**src/rtl/regdump_ctrl.sv**
```systemverilog
// Run/dump sequencer: resets the core, runs it for a set number of
// cycles, then streams every register out over a valid/ready port.
module regdump_ctrl #(
  parameter int NUM_REGS = 32,
  parameter int CYC_W    = 10
) (
  input  logic             clock,
  input  logic             reset,
  input  logic             start,
  input  logic [CYC_W-1:0] num_cycles,
  output logic             proc_reset,
  output logic             run_en,
  input  logic [4:0]       rs1_proc,
  output logic [4:0]       rs1_out,
  input  logic [31:0]      data_readRegA,
  output logic             dump_valid,
  input  logic             dump_ready,
  output logic [4:0]       dump_reg,
  output logic [31:0]      dump_data,
  output logic             busy,
  output logic             done,
  output logic [CYC_W-1:0] cycle_count
);

  typedef enum logic [2:0] {
    S_IDLE, S_PRST, S_RUN, S_ADDR, S_DUMP, S_DONE
  } state_t;

  localparam logic [4:0] LAST = 5'(NUM_REGS - 1);

  state_t           r_state;
  state_t           w_next;
  logic [CYC_W-1:0] r_lat;
  logic [CYC_W-1:0] r_cnt;
  logic [4:0]       r_idx;
  logic [4:0]       r_dreg;
  logic [31:0]      r_ddata;
  logic             w_start_ok;
  logic             w_run_last;
  logic             w_hs;

  assign w_start_ok = start &&
    (r_state == S_IDLE || r_state == S_DONE);
  assign w_run_last = (r_cnt == r_lat - CYC_W'(1));
  assign w_hs       = (r_state == S_DUMP) && dump_ready;

  always_ff @(posedge clock) begin
    if (reset) r_state <= S_IDLE;
    else       r_state <= w_next;
  end

  always_comb begin
    w_next = r_state;
    unique case (r_state)
      S_IDLE: if (start) w_next = S_PRST;
      S_PRST: w_next = (r_lat != '0) ? S_RUN : S_ADDR;
      S_RUN:  if (w_run_last) w_next = S_ADDR;
      S_ADDR: w_next = S_DUMP;
      S_DUMP: begin
        if (w_hs) w_next = (r_idx == LAST) ? S_DONE : S_ADDR;
      end
      S_DONE: if (start) w_next = S_PRST;
      default: w_next = S_IDLE;
    endcase
  end

  // Index is cleared in PRST so a restart from DONE dumps from r0
  always_ff @(posedge clock) begin
    if (reset) begin
      r_lat   <= '0;
      r_cnt   <= '0;
      r_idx   <= '0;
      r_dreg  <= '0;
      r_ddata <= '0;
    end else begin
      if (w_start_ok) begin
        r_lat <= num_cycles;
        r_cnt <= '0;
      end
      if (r_state == S_PRST) r_idx <= '0;
      if (r_state == S_RUN)  r_cnt <= r_cnt + CYC_W'(1);
      if (r_state == S_ADDR) begin
        r_dreg  <= r_idx;
        r_ddata <= data_readRegA;
      end
      if (w_hs && r_idx != LAST) r_idx <= r_idx + 5'd1;
    end
  end

  always_comb begin
    proc_reset = 1'b0;
    run_en     = 1'b0;
    dump_valid = 1'b0;
    busy       = 1'b0;
    done       = 1'b0;
    rs1_out    = rs1_proc;
    unique case (r_state)
      S_PRST: begin
        proc_reset = 1'b1;
        busy       = 1'b1;
      end
      S_RUN: begin
        run_en = 1'b1;
        busy   = 1'b1;
      end
      S_ADDR: begin
        rs1_out = r_idx;
        busy    = 1'b1;
      end
      S_DUMP: begin
        rs1_out    = r_idx;
        dump_valid = 1'b1;
        busy       = 1'b1;
      end
      S_DONE:  done = 1'b1;
      default: ;
    endcase
  end

  assign dump_reg    = r_dreg;
  assign dump_data   = r_ddata;
  assign cycle_count = r_cnt;

endmodule
```
**config.mk**
```make
export PLATFORM = sky130hd
export DESIGN_NAME = regdump_ctrl
export DESIGN_NICKNAME = d
export VERILOG_FILES = /design/src/rtl/regdump_ctrl.sv
export SDC_FILE = /design/constraint.sdc
export NUM_CORES = 1
export LEC_CHECK = 0
export ABC_AREA = 1
export CORE_AREA = 2 2 96 98
export DETAILED_ROUTE_END_ITERATION = 8
export DIE_AREA = 0 0 98 100
export PLACE_DENSITY = 0.72
export SETUP_SLACK_MARGIN = 0.1
export SLEW_MARGIN = 10
export SYNTH_ARGS = -nofsm -noshare
export SYNTH_HDL_FRONTEND = slang
export SYNTH_SLANG_ARGS = --single-unit
export TNS_END_PERCENT = 20
```
**constraint.sdc**
```tcl
create_clock -name clock -period 2.15 [get_ports clock]
set_input_delay 0.3225 -clock clock [delete_from_list [all_inputs] [get_ports clock]]
set_output_delay 0.3225 -clock clock [all_outputs]
set_load 0.03 [all_outputs]
```
==> CHANGELOG.md, run 1 <==
### Implementation results

* Post-DP HPWL at 6.26 mm
* Post-synth seq share at 43.4%
* Cts hold-fix bufs at 0
* Layout area overhead at 49.0%
* Post-synth net total at 480
* RePlAce Congestion at 0.853
* Postcts setup bufs at 0
* Main flop type: dfxtp_1
* Max VDD drop at 0.556 mV
* Area share, top type at 43.4%
* Post-route total power at 5.14 mW
* Finished Core Util at approximately half
* DRC viols at 0
* Design area at 4460 sq um
* Critical path launch point type: flop
* Sink Count at 65
* Main area contributors: dfxtp_1 43%, nor2_1 12%, nand2_1 9.1%, o21ai_0 8.2%, inv_1 4.3%
* Clk Latency, worst-skew pair at 0.35 ns
* Worst R2R Path Depth at 10
* Final net count at 589
* Worst Path Max Fanout at 8
* Cell family with most CP delay: buffers and inverters
* Run status: finished, final reports clean
* Post-synthesis cell area at 3000 sq um
* Crit-path slowest cell: dfxtp_1
* Port buffer count at 107
[run 1: cell type report]
type / count / area [sq um] / area share, %
well taps: 111 / 139 / 3.11
inverters: 41 / 156 / 3.50
multi-input cells: 303 / 1480 / 33.0
flip-flops and latches: 65 / 1300 / 29.2
clock buffers: 10 / 138 / 3.08
repair buffers: 114 / 1110 / 25.0
clock inverters: 6 / 138 / 3.08
[run 1: worst max-delay path by stage]
stage                            end  slack (ns)        from  cells past startpoint
after floorplan           rs1_out[2]       -0.01  r_state[2]                      6
after global placement    proc_reset        0.36  r_state[0]                      5
after detailed placement  proc_reset        0.33  r_state[0]                      5
after CTS                       done        0.04  r_state[1]                      4
after global routing      rs1_out[2]         0.1  r_state[1]                      8
final                     rs1_out[2]        0.20  r_state[1]                      8
[run 1: cell families (layout without fill, tap and decap cells)]
kind of cell               Yosys count  in the layout  share of synthesized area [%]
adders and majority gates            4              4                           1.67
DFF                                 65             65                           43.4
AOI/OAI and AO/OA                   92             92                           16.6
buffers and inverters               57            171                           7.85
and+or+nand+nor                    199            199                           28.1
xor gates and xnor gates             8              8                           2.34
[run 1: power by group]
| part | leakage, nW | internal (mW) | switching (mW) | total (mW) |
|---|---|---|---|---|
| sequential | 0.529 | 1.41 | 0.159 | 1.57 |
| combinational | 1.30 | 0.783 | 1.37 | 2.15 |
| clock | 0.137 | 0.925 | 0.499 | 1.42 |
[run 1: metal layers]
layer | track usage (%) | routed length (um)
met1 | 20.0 | 3570
met2 | 30.3 | 4270
met3 | 6.06 | 560
met4 | 5.24 | 100
met5 | 0 | 0
[run 1: timing repair]
item / 4_1_cts / 5_1_grt
gates resized: 4 / 7
setup endpoints to repair: 10 / 6
hold endpoints to repair: 0 / 0
Figure 1. Met1 routing (run 1).
Scale: 4 px per um. Supply wires on this layer in gray.
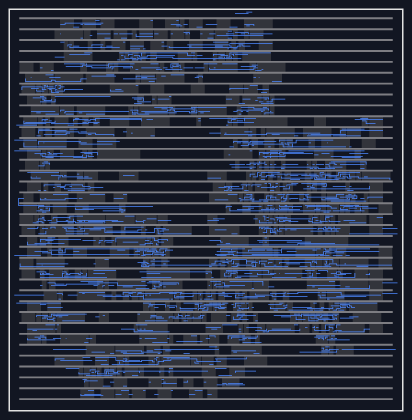
nets with wire on the layer	526
wire length on this layer	3570 um
main direction	horizontal
longest straight run	28.5 um
share of all routed wire	42%
total number of vias: 3130
grt met1 use: 20.0%

Figure 2. The metal 2 layer (run 1).
Scale: 4 px per um.
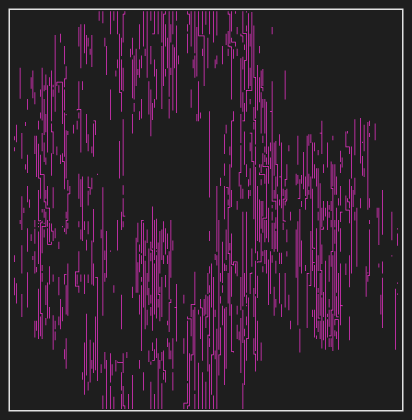
nets with wire on the layer	489
share of all routed wire	50%
wire length on this layer	4270 um
overall routed net length: 8.50 mm
M2 GR Usage: 30.3%

Figure 3. M3 wires (run 1).
Scale: 6 px per um.
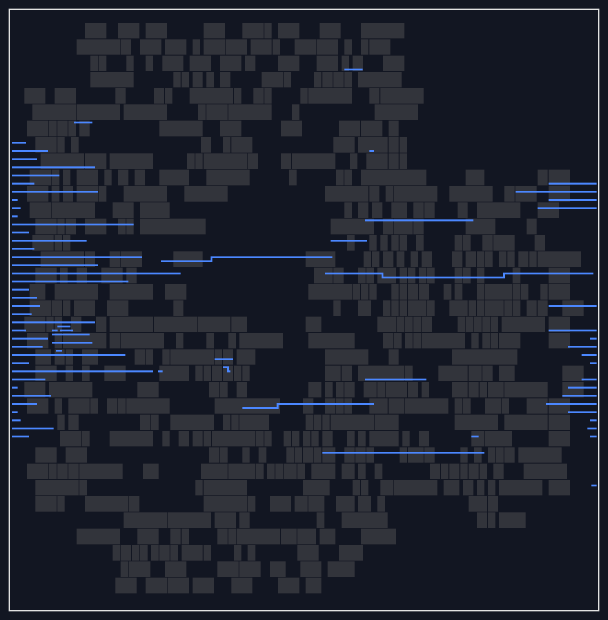
main direction	horizontal
share of all routed wire	6.6%
longest straight run	27.8 um
GRT met3 Usage: 6.06%

==> run 1 -> run 2 <==
--- a/config.mk
+++ b/config.mk
@@ -10,6 +10,7 @@
 export DETAILED_ROUTE_END_ITERATION = 8
 export DIE_AREA = 0 0 98 100
 export PLACE_DENSITY = 0.72
+export REMOVE_ABC_BUFFERS = 1
 export SETUP_SLACK_MARGIN = 0.1
 export SLEW_MARGIN = 10
 export SYNTH_ARGS = -nofsm -noshare
==> run 2 against run 1 <==
  * Count of clock-buffer cells in the layout grew 3
  * Global-route usage grew 0.89 points
  * Worst hold slack lost 0.013 ns
  * Largest power group unchanged
  * Via count shrank 0.42%
  * Critical endpoint is now busy
  * Sequential share of layout area grew 0.52 points
  * First-iteration DRC count grew 30%
  * Clock power shrank 21%
  * Die size is the same
  * Largest cell class unchanged
==> CHANGELOG.md, run 2 <==
### Implementation results

* Final net count at 588 (-0.17%)
* Max VDD drop at 0.458 mV (-18%)
* WL met3 at 776 um (+39%)
* Port buffer count at 107 (unchanged)
* Run status: finished, final reports clean
* Top logic family: simple AND/OR/NAND/NOR gates
* Sw Pwr at 2.01 mW (-0.77%)
* Post-synthesis cell area at 3000 sq um (unchanged)
* Postcts setup bufs at 0 (unchanged)
* Post-synth seq share at 43.4% (unchanged)
* Finished Core Util at 49.3% (-0.87 points)
* Share of total power in the clock network at 23.1% (-4.6 points)
* DRC viols at 0 (unchanged)
* M2 GR Usage at 29.5% (-0.84 points)
* Critical path launch point type: flop
* Post-DP HPWL at 6.08 mm (-2.9%)
* MUX area fraction at 0% (unchanged)
* Sink Count at 65 (unchanged)
* Main flop type: dfxtp_1
* Clk Latency, worst-skew pair at 0.34 ns (about the same)
* Area share, top type at 43.4% (unchanged)
* Adder Share, Synth at 1.67% (unchanged)
* Global route hottest layer: met2
* Synth Area in Compound Gates at 16.6% (unchanged)
* Combinational power share at 44.5% (+2.7 points)
* Sw Share at 41.5% (+2.1 points)
* And+or+nand+nor area frac at 28.1% (unchanged)
* Wire length on met2 at 3.89 mm (-8.9%)
* Sequential share of power at 32.4% (+1.9 points)
* Max Used Layer: met4
* Cts hold-fix bufs at 0 (unchanged)
* Main area contributors: dfxtp_1 43%, nor2_1 12%, nand2_1 9.1%, o21ai_0 8.2%, inv_1 4.3%
* RePlAce Congestion at 0.800 (-6.2%)
* M1 WL at 3.85 mm (+7.7%)
[run 2: cell type report]
cell class	count	area, sq um	share of cell area [%]
clock buffer	13	179	4.08
clock inverter	2	35.0	0.799
inverter	41	156	3.57
multi-input combinational	303	1480	33.7
sequential	65	1300	29.7
tap	111	139	3.17
timing repair buffer	113	1100	25.0
[run 2: power groups by stage]
stage / registers (mW) / clock network [mW] / logic (mW)
final: 1.57 / 1.12 / 2.16
after global routing: 1.60 / 1.20 / 2.40
after CTS: 1.56 / 1.14 / 2.14
after detailed placement: 1.58 / 0 / 2.14
after global placement: 1.58 / 0 / 2.11
after floorplan: 1.76 / 0 / 1.21
[run 2: final timing paths]
kind,startpoint,endpoint,slack [ns],cells past startpoint
max,r_state[2],busy,0.19,7
min,r_idx[3],r_idx[3],0.47,2
max reg2reg,r_state[2],cycle_count[8],0.39,9
min reg2reg,r_idx[3],r_idx[3],0.47,2
[run 2: repair_timing]
| item | CTS | global route |
|---|---|---|
| pin swaps | 0 | 0 |
| gates resized | 7 | 6 |
| hold endpoints to repair | 0 | 0 |
| setup endpoints to repair | 10 | 7 |
[run 2: through the flow]
step | setup TNS [ns] | total power [mW] | area [sq um] | setup WS [ns]
after floorplan | -4.85 | 2.97 | 2920 | -1.04
after global placement | 0 | 3.69 | 4160 | 0.241
after detailed placement | 0 | 3.73 | 4160 | 0.299
after CTS | 0 | 4.85 | 4370 | 0.0444
after global routing | 0 | 5.20 | 4390 | 0.0822
final | 0 | 4.85 | 4390 | 0.191
[run 2: worst max-delay path, stage by stage (launching register included)]
cell	delay, ns
dfxtp_2	0.36
nor2_2	0.16
inv_2	0.06
nor2_2	0.16
buf_4	0.22
inv_4	0.07
nand3_1	0.10
buf_4	0.17
Figure 4. M3 wires (run 2).
Scale: 6 px per um.
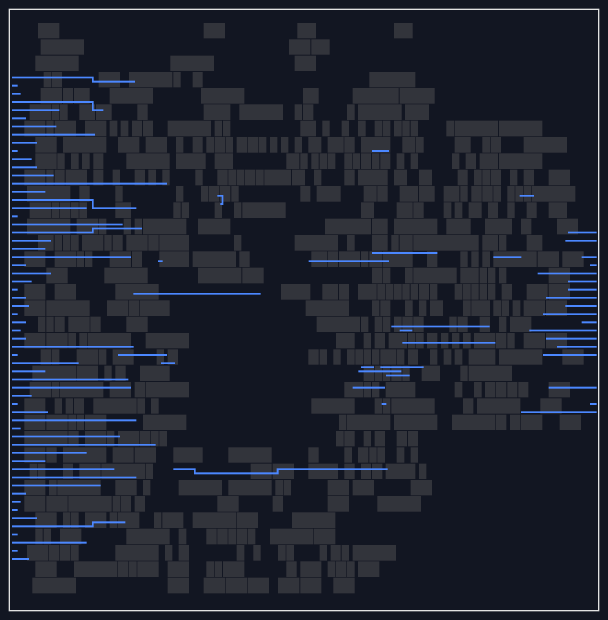
nets with wire on the layer	91
longest straight run	25.5 um
wire length on this layer	777 um
share of all routed wire	9.0%
total number of vias: 3117
overall routed net length: 8.60 mm

Figure 5. Met1 routing (run 2).
Scale: 4 px per um. Supply wires on this layer in gray.
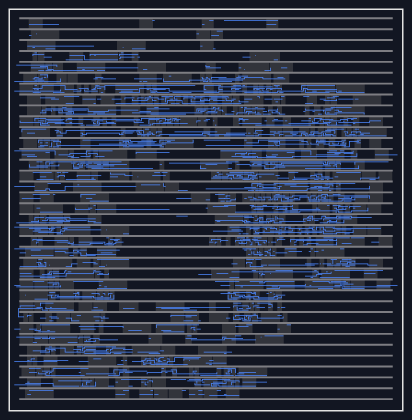
wire length on this layer	3850 um
main direction	horizontal
share of all routed wire	45%
nets with wire on the layer	515
grt met1 use: 22.2%

Power is estimated from default activity; no workload was simulated.
